File: src/rtl/bcd_key_entry_if.sv
// Key-entry handshake and converter-side bus for bcd_key_entry.
// The keypad source is the master; the entry stage is the slave.
interface bcd_key_entry_if;
  logic       i_key_valid;
  logic [3:0] i_key_code;
  logic       o_key_ready;
  logic [3:0] o_hundreds;
  logic [3:0] o_tens;
  logic [3:0] o_ones;
  logic       o_is_signed;
  logic       o_ce;
  logic       o_a;
  logic       o_b;
  logic [1:0] o_count;
  logic       o_done;
  logic       o_err;

  modport master (
    output i_key_valid, i_key_code,
    input  o_key_ready, o_hundreds, o_tens, o_ones, o_is_signed,
           o_ce, o_a, o_b, o_count, o_done, o_err
  );

  modport slave (
    input  i_key_valid, i_key_code,
    output o_key_ready, o_hundreds, o_tens, o_ones, o_is_signed,
           o_ce, o_a, o_b, o_count, o_done, o_err
  );
endinterface

File: src/rtl/bcd_key_entry.sv
// Keypad operand entry: assembles two signed 3-digit BCD operands (A then B)
// and sequences the downstream BCD-to-binary converter load strobes.
//
// state    | meaning
// ENTRY_A  | collecting digits/sign of operand A, ready for keys
// COMMIT_A | converter enabled for COMMIT_CYC cycles, o_a on the last one
// ENTRY_B  | collecting digits/sign of operand B, ready for keys
// COMMIT_B | converter enabled for COMMIT_CYC cycles, o_b on the last one
// DONE     | both operands loaded; a digit starts a new operand A
module bcd_key_entry #(
  parameter int NDIG       = 3,
  parameter int COMMIT_CYC = 3
) (
  input logic            CLK,
  input logic            RST_N,
  bcd_key_entry_if.slave kif
);

  localparam int CW = $clog2(COMMIT_CYC + 1);
  localparam logic [CW-1:0] CYC_INIT = CW'(COMMIT_CYC - 1);

  localparam logic [3:0] KEY_NEG   = 4'd10;
  localparam logic [3:0] KEY_BKSP  = 4'd11;
  localparam logic [3:0] KEY_ENTER = 4'd12;
  localparam logic [3:0] KEY_CLEAR = 4'd13;

  typedef enum logic [2:0] {
    ENTRY_A  = 3'd0,
    COMMIT_A = 3'd1,
    ENTRY_B  = 3'd2,
    COMMIT_B = 3'd3,
    DONE     = 3'd4
  } state_t;

  state_t        state_q;
  logic [3:0]    hund_q, tens_q, ones_q;
  logic          sign_q;
  logic [1:0]    count_q;
  logic          ce_q, a_q, b_q, done_q, err_q, ready_q;
  logic [CW-1:0] cyc_q;

  logic       key_acc;
  logic [3:0] code;
  logic       is_digit;

  assign key_acc  = kif.i_key_valid & ready_q;
  assign code     = kif.i_key_code;
  assign is_digit = (code <= 4'd9);

  // Entry/commit sequencer; every output is a register so the converter
  // sees glitch-free strobes.
  always_ff @(posedge CLK or negedge RST_N) begin
    if (!RST_N) begin
      state_q <= ENTRY_A;
      hund_q  <= '0;
      tens_q  <= '0;
      ones_q  <= '0;
      sign_q  <= 1'b0;
      count_q <= '0;
      ce_q    <= 1'b0;
      a_q     <= 1'b0;
      b_q     <= 1'b0;
      done_q  <= 1'b0;
      err_q   <= 1'b0;
      ready_q <= 1'b1;
      cyc_q   <= '0;
    end else begin
      err_q <= 1'b0;
      case (state_q)
        ENTRY_A, ENTRY_B: begin
          if (key_acc) begin
            if (is_digit) begin
              if (count_q != NDIG[1:0]) begin
                hund_q  <= tens_q;
                tens_q  <= ones_q;
                ones_q  <= code;
                count_q <= count_q + 2'd1;
              end else begin
                err_q <= 1'b1;
              end
            end else begin
              case (code)
                KEY_NEG: sign_q <= ~sign_q;
                KEY_BKSP: begin
                  if (count_q != 2'd0) begin
                    ones_q  <= tens_q;
                    tens_q  <= hund_q;
                    hund_q  <= '0;
                    count_q <= count_q - 2'd1;
                  end else begin
                    err_q <= 1'b1;
                  end
                end
                KEY_ENTER: begin
                  state_q <= (state_q == ENTRY_A) ? COMMIT_A : COMMIT_B;
                  ready_q <= 1'b0;
                  ce_q    <= 1'b1;
                  cyc_q   <= CYC_INIT;
                  a_q     <= (CYC_INIT == '0) && (state_q == ENTRY_A);
                  b_q     <= (CYC_INIT == '0) && (state_q == ENTRY_B);
                end
                KEY_CLEAR: begin
                  state_q <= ENTRY_A;
                  hund_q  <= '0;
                  tens_q  <= '0;
                  ones_q  <= '0;
                  sign_q  <= 1'b0;
                  count_q <= '0;
                end
                default: err_q <= 1'b1;
              endcase
            end
          end
        end
        COMMIT_A, COMMIT_B: begin
          if (cyc_q != '0) begin
            cyc_q <= cyc_q - CW'(1);
            a_q   <= (cyc_q == CW'(1)) && (state_q == COMMIT_A);
            b_q   <= (cyc_q == CW'(1)) && (state_q == COMMIT_B);
          end else begin
            ce_q    <= 1'b0;
            a_q     <= 1'b0;
            b_q     <= 1'b0;
            hund_q  <= '0;
            tens_q  <= '0;
            ones_q  <= '0;
            sign_q  <= 1'b0;
            count_q <= '0;
            ready_q <= 1'b1;
            if (state_q == COMMIT_A) begin
              state_q <= ENTRY_B;
            end else begin
              state_q <= DONE;
              done_q  <= 1'b1;
            end
          end
        end
        DONE: begin
          if (key_acc) begin
            if (is_digit) begin
              state_q <= ENTRY_A;
              ones_q  <= code;
              count_q <= 2'd1;
              done_q  <= 1'b0;
            end else if (code == KEY_CLEAR) begin
              state_q <= ENTRY_A;
              done_q  <= 1'b0;
            end else if (code > KEY_CLEAR) begin
              err_q <= 1'b1;
            end
          end
        end
        default: state_q <= ENTRY_A;
      endcase
    end
  end

  assign kif.o_key_ready = ready_q;
  assign kif.o_hundreds  = hund_q;
  assign kif.o_tens      = tens_q;
  assign kif.o_ones      = ones_q;
  assign kif.o_is_signed = sign_q;
  assign kif.o_ce        = ce_q;
  assign kif.o_a         = a_q;
  assign kif.o_b         = b_q;
  assign kif.o_count     = count_q;
  assign kif.o_done      = done_q;
  assign kif.o_err       = err_q;

endmodule

File: src/flat_wrapper.sv
// flat-port wrapper written by rule: the top's interface ports become plain ports
module bcd_key_entry_flat 
#(
  parameter int NDIG       = 3,
  parameter int COMMIT_CYC = 3
)
  (CLK, RST_N, kif_i_key_valid, kif_i_key_code, kif_o_key_ready, kif_o_hundreds, kif_o_tens, kif_o_ones, kif_o_is_signed, kif_o_ce, kif_o_a, kif_o_b, kif_o_count, kif_o_done, kif_o_err);
  bcd_key_entry_if kif_i ();
  input logic CLK;
  input logic RST_N;
  input wire logic [$bits(kif_i.i_key_valid)-1:0] kif_i_key_valid;
  input wire logic [$bits(kif_i.i_key_code)-1:0] kif_i_key_code;
  output wire logic [$bits(kif_i.o_key_ready)-1:0] kif_o_key_ready;
  output wire logic [$bits(kif_i.o_hundreds)-1:0] kif_o_hundreds;
  output wire logic [$bits(kif_i.o_tens)-1:0] kif_o_tens;
  output wire logic [$bits(kif_i.o_ones)-1:0] kif_o_ones;
  output wire logic [$bits(kif_i.o_is_signed)-1:0] kif_o_is_signed;
  output wire logic [$bits(kif_i.o_ce)-1:0] kif_o_ce;
  output wire logic [$bits(kif_i.o_a)-1:0] kif_o_a;
  output wire logic [$bits(kif_i.o_b)-1:0] kif_o_b;
  output wire logic [$bits(kif_i.o_count)-1:0] kif_o_count;
  output wire logic [$bits(kif_i.o_done)-1:0] kif_o_done;
  output wire logic [$bits(kif_i.o_err)-1:0] kif_o_err;
  assign kif_i.i_key_valid = kif_i_key_valid;
  assign kif_i.i_key_code = kif_i_key_code;
  assign kif_o_key_ready = kif_i.o_key_ready;
  assign kif_o_hundreds = kif_i.o_hundreds;
  assign kif_o_tens = kif_i.o_tens;
  assign kif_o_ones = kif_i.o_ones;
  assign kif_o_is_signed = kif_i.o_is_signed;
  assign kif_o_ce = kif_i.o_ce;
  assign kif_o_a = kif_i.o_a;
  assign kif_o_b = kif_i.o_b;
  assign kif_o_count = kif_i.o_count;
  assign kif_o_done = kif_i.o_done;
  assign kif_o_err = kif_i.o_err;
  bcd_key_entry #(.NDIG(NDIG), .COMMIT_CYC(COMMIT_CYC)) u_core (.CLK(CLK), .RST_N(RST_N), .kif(kif_i));
endmodule
File: config.mk
export PLATFORM = sky130hd
export DESIGN_NAME = bcd_key_entry_flat
export DESIGN_NICKNAME = d
export VERILOG_FILES = /design/src/rtl/bcd_key_entry_if.sv /design/src/rtl/bcd_key_entry.sv /design/src/flat_wrapper.sv
export SDC_FILE = /design/constraint.sdc
export NUM_CORES = 1
export LEC_CHECK = 0
export ABC_CLOCK_PERIOD_IN_PS = 2600
export CORE_UTILIZATION = 45
export CTS_BUF_LIST = sky130_fd_sc_hd__clkbuf_16
export CTS_CLUSTER_DIAMETER = 80
export DETAILED_ROUTE_END_ITERATION = 12
export PLACE_DENSITY = 0.76
export SYNTH_ARGS = -nofsm -noshare
export SYNTH_HDL_FRONTEND = slang
export SYNTH_SLANG_ARGS = --single-unit
export TNS_END_PERCENT = 30
File: constraint.sdc
create_clock -name CLK -period 2.6 [get_ports CLK]
set_input_delay 0.39 -clock CLK [delete_from_list [all_inputs] [get_ports CLK]]
set_output_delay 0.39 -clock CLK [all_outputs]
set_load 0.005 [all_outputs]
Clock distribution:
Scale bar: 20 µm.
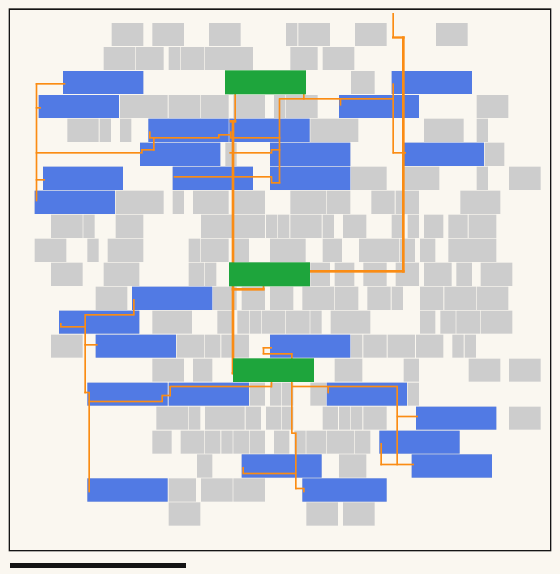
legend:
  clock wires:
    colour: orange
    length: 313 µm
  cells driving clock nets:
    colour: green
    count: 3
  flip-flops:
    colour: blue
    count: 26
routed clock nets: 4
Clock Latency Late Sink: 260 ps
clock skew: 1.904 ps
clock share of power: 16.8%
clk pwr: 339 µW

==> qor.yml <==
status:
  status: "completed"
critical_path:
  crit_arrival_ps: 2390
  cp_max_fo: 8
  crit_required_ps: 2780
  cp_slowest_cell: "o21a_1"
  path_cells: "inv_1 > ha_1 > nand2_1 > a21oi_2 > o21a_1 > buf_4 > mux2i_1"
  worst-r2r-cell-count: 7
  critPathMaxStageDelay_ps: 490
  cp_top_family: "AND-OR/OR-AND gates"
  timing.rr.start: "u_core.cyc_q[1]$_DFFE_PN0P_"
  worst_r2r_endpoint: "u_core.kif.o_hundreds[1]$_DFFE_PN0P_"
  start_kind: "flop"
  ff2ff_setup_slack_ps: 390
  crit_type: "reg2reg"
  crit_buf_inv: 2
  cp-end-kind: "flop"
synth:
  ys_seq_share_pct: 41.25
  synthArstFlopShare_pct: 100.0
  fp_nets: 168
  edf_count: 0
  synth_area_mm2: 0.001580
  top_cells_by_count: "25 x dfrtp_1, 13 x inv_1, 13 x nand2_1, 11 x a21oi_1"
  yosys.area.top_type: "dfrtp_1"
  ys_area_mm2: 0.001580
  most_common_cell: "dfrtp_1"
  synth-cells-yosys: 157
  yosys_warnings: 0
  netlist_instances: 157
  ys.flop_type: "dfrtp_1"
  synth.avg_cell_area_um2: 10.07
  ys_types: 49
  synthTopCellsByArea: "dfrtp_1 40%, mux2_2 4.3%, mux2_4 3.8%, a21oi_1 3.5%, a32o_1 3.2%"
  numSynthFlops: 26
  synth_top_area_share_pct: 39.59
global_route:
  grt_remaining_overflow: 0
  grt_pass1_vias: 1272
  grt_pass1_wl_mm: 5.954
  antenna_found_initial: 0
  track_usage_pct: 21.80
  grt_max_degree: 21
flow_run:
  maxCapViolations: 0
  warnings: 28
clock_tree:
  post_cts_buffers: 0
  htree_levels: 1
  cts_tree: "built"
  postCtsResizedCells: 0
  clkTransAtPathRegs_ps: 60
  holdBufCountCts: 0
  cts_buffer_depth: 2
  cts_sinks: 26
floorplan:
  num_io_pins: 28
  die_h_um: 61.26
  fp_util_pct: 46.99
  row_count: 21
  tapCellCount: 46
  die_area_mm2: 0.003753
  core_mm2: 0.003363
  die_x_um: 61.26
pwr:
  swShare_pct: 35.97
  finalPower_uw: 2019
  p_leak_uw: 0.0008272
  top_power_group: "combinational logic"
  seq-power_uw: 725
  p_comb_share_pct: 47.3
  power_frac_seq_pct: 35.9
  p_int_uw: 1293
  comb_power_uw: 955
  max-vdd-ir-drop_mv: 0.3430
  switchingPower_uw: 726.0
  power_density_mw_per_mm2: 1028
final_layout:
  fin_area_mm2: 0.001964
  sh_seq_area_pct: 33.18
  clkCellAreaFrac_pct: 4.013
  clkbuf_count: 3
  diodes: 0
  buffer_area_share_pct: 16.05
  nFillCells: 323
  dominant_cells: "logic gates"
  syn_to_final_growth_pct: 24.31
  n_all_inverters: 15
  layout.area.comb_um2: 804.5
  fin_util_pct: 58.41
  logic_gates: 106
  combAreaFraction_pct: 40.96
  seqCellArea_um2: 651.9
  stdcell_count: 230
  buffers: 33
  fin_nets: 196
  final_layout_size_suffix_gt1_share_pct: 16.30
placed_design:
  place_worst_setup_slack_ps: 235.6
  io_buffers: 27
  dp_hpwl_mm: 2.680
  placed_cells: 226
  placed_cell_area_mm2: 0.001886
  gp_congestion: 0.8191
final_timing:
  setup_tns_ps: 0
  setup_violations: 0
  finalCritPeriodShare_pct: 85.11
  relSlewSlack_pct: 59.41
  tightest_slew_ps: 607.0
  maxSlewViolCount: 0
  fin_ws_ps: 387.2
  hold_viol_final: 0
  rsz0062_at_grt: "no"
  layout_min_cycle_time_ps: 2213
  fmax_mhz: 451.9
routing:
  final_antenna_net_count: 0
  drt_iter0_drc: 73
  drtPass1Iterations: 4
  vias_per_cell: 5.952
  wl_per_cell_um: 16.09
  drcViolationCount: 0
  routed_wl_mm: 3.700
  vias: 1369
hold_path:
  hp-class: "in2async"
Clock wiring as the flow saved it:
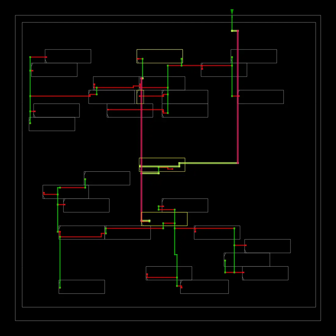
flip-flops: 26
CTS buffer count: 3

[routing by layer]
metal / part of all wire [%] / GRT usage, % / up-vias
li1: - / - / 632
met2: 50 / 36.49 / 53
met1: 44 / 29.13 / 679
met5: 0 / 0 / -
met3: 4.9 / 2.731 / 5
met4: 1.5 / 7.792 / 0
[cells by family after synthesis]
group / Yosys count / synth area share (%)
mux: 14 / 10.61
fa+ha+maj: 4 / 3.167
compound gates: 54 / 25.73
buf+inv: 25 / 7.839
simple gates: 34 / 11.40
flops: 26 / 41.25
[how the worst max path moves through the flow]
stage | from | end | slack, ps | cells after the start
2_1_floorplan | u_core.kif.o_count[0]$_DFFE_PN0P_ | u_core.kif.o_tens[0]$_DFFE_PN0P_ | 810 | 6
3_3_place_gp | kif_i_key_code[2] | u_core.kif.o_tens[0]$_DFFE_PN0P_ | 300 | 5
3_5_place_dp | kif_i_key_code[2] | u_core.kif.o_tens[1]$_DFFE_PN0P_ | 240 | 5
4_1_cts | u_core.cyc_q[0]$_DFFE_PN0P_ | u_core.kif.o_hundreds[1]$_DFFE_PN0P_ | 430 | 7
5_1_grt | u_core.cyc_q[0]$_DFFE_PN0P_ | u_core.kif.o_hundreds[1]$_DFFE_PN0P_ | 260 | 7
6_report | u_core.cyc_q[1]$_DFFE_PN0P_ | u_core.kif.o_hundreds[1]$_DFFE_PN0P_ | 390 | 7
[cells in the final DEF, fill, tap and decap left out, types with 3 or more instances in the layout]
cell	Yosys	final
nand2_1	13	13
a22o_1	5	5
ha_1	4	4
o21ai_0	6	6
clkbuf_16	0	3
buf_4	3	6
mux2_4	4	4
clkdlybuf4s50_1	0	27
nor2_1	5	5
mux2_2	6	6
o21a_1	3	3
mux2i_1	4	4
inv_1	13	14
dfrtp_1	25	25
a32o_1	5	5
a21oi_1	11	11
Power is estimated from default activity; no workload was simulated.
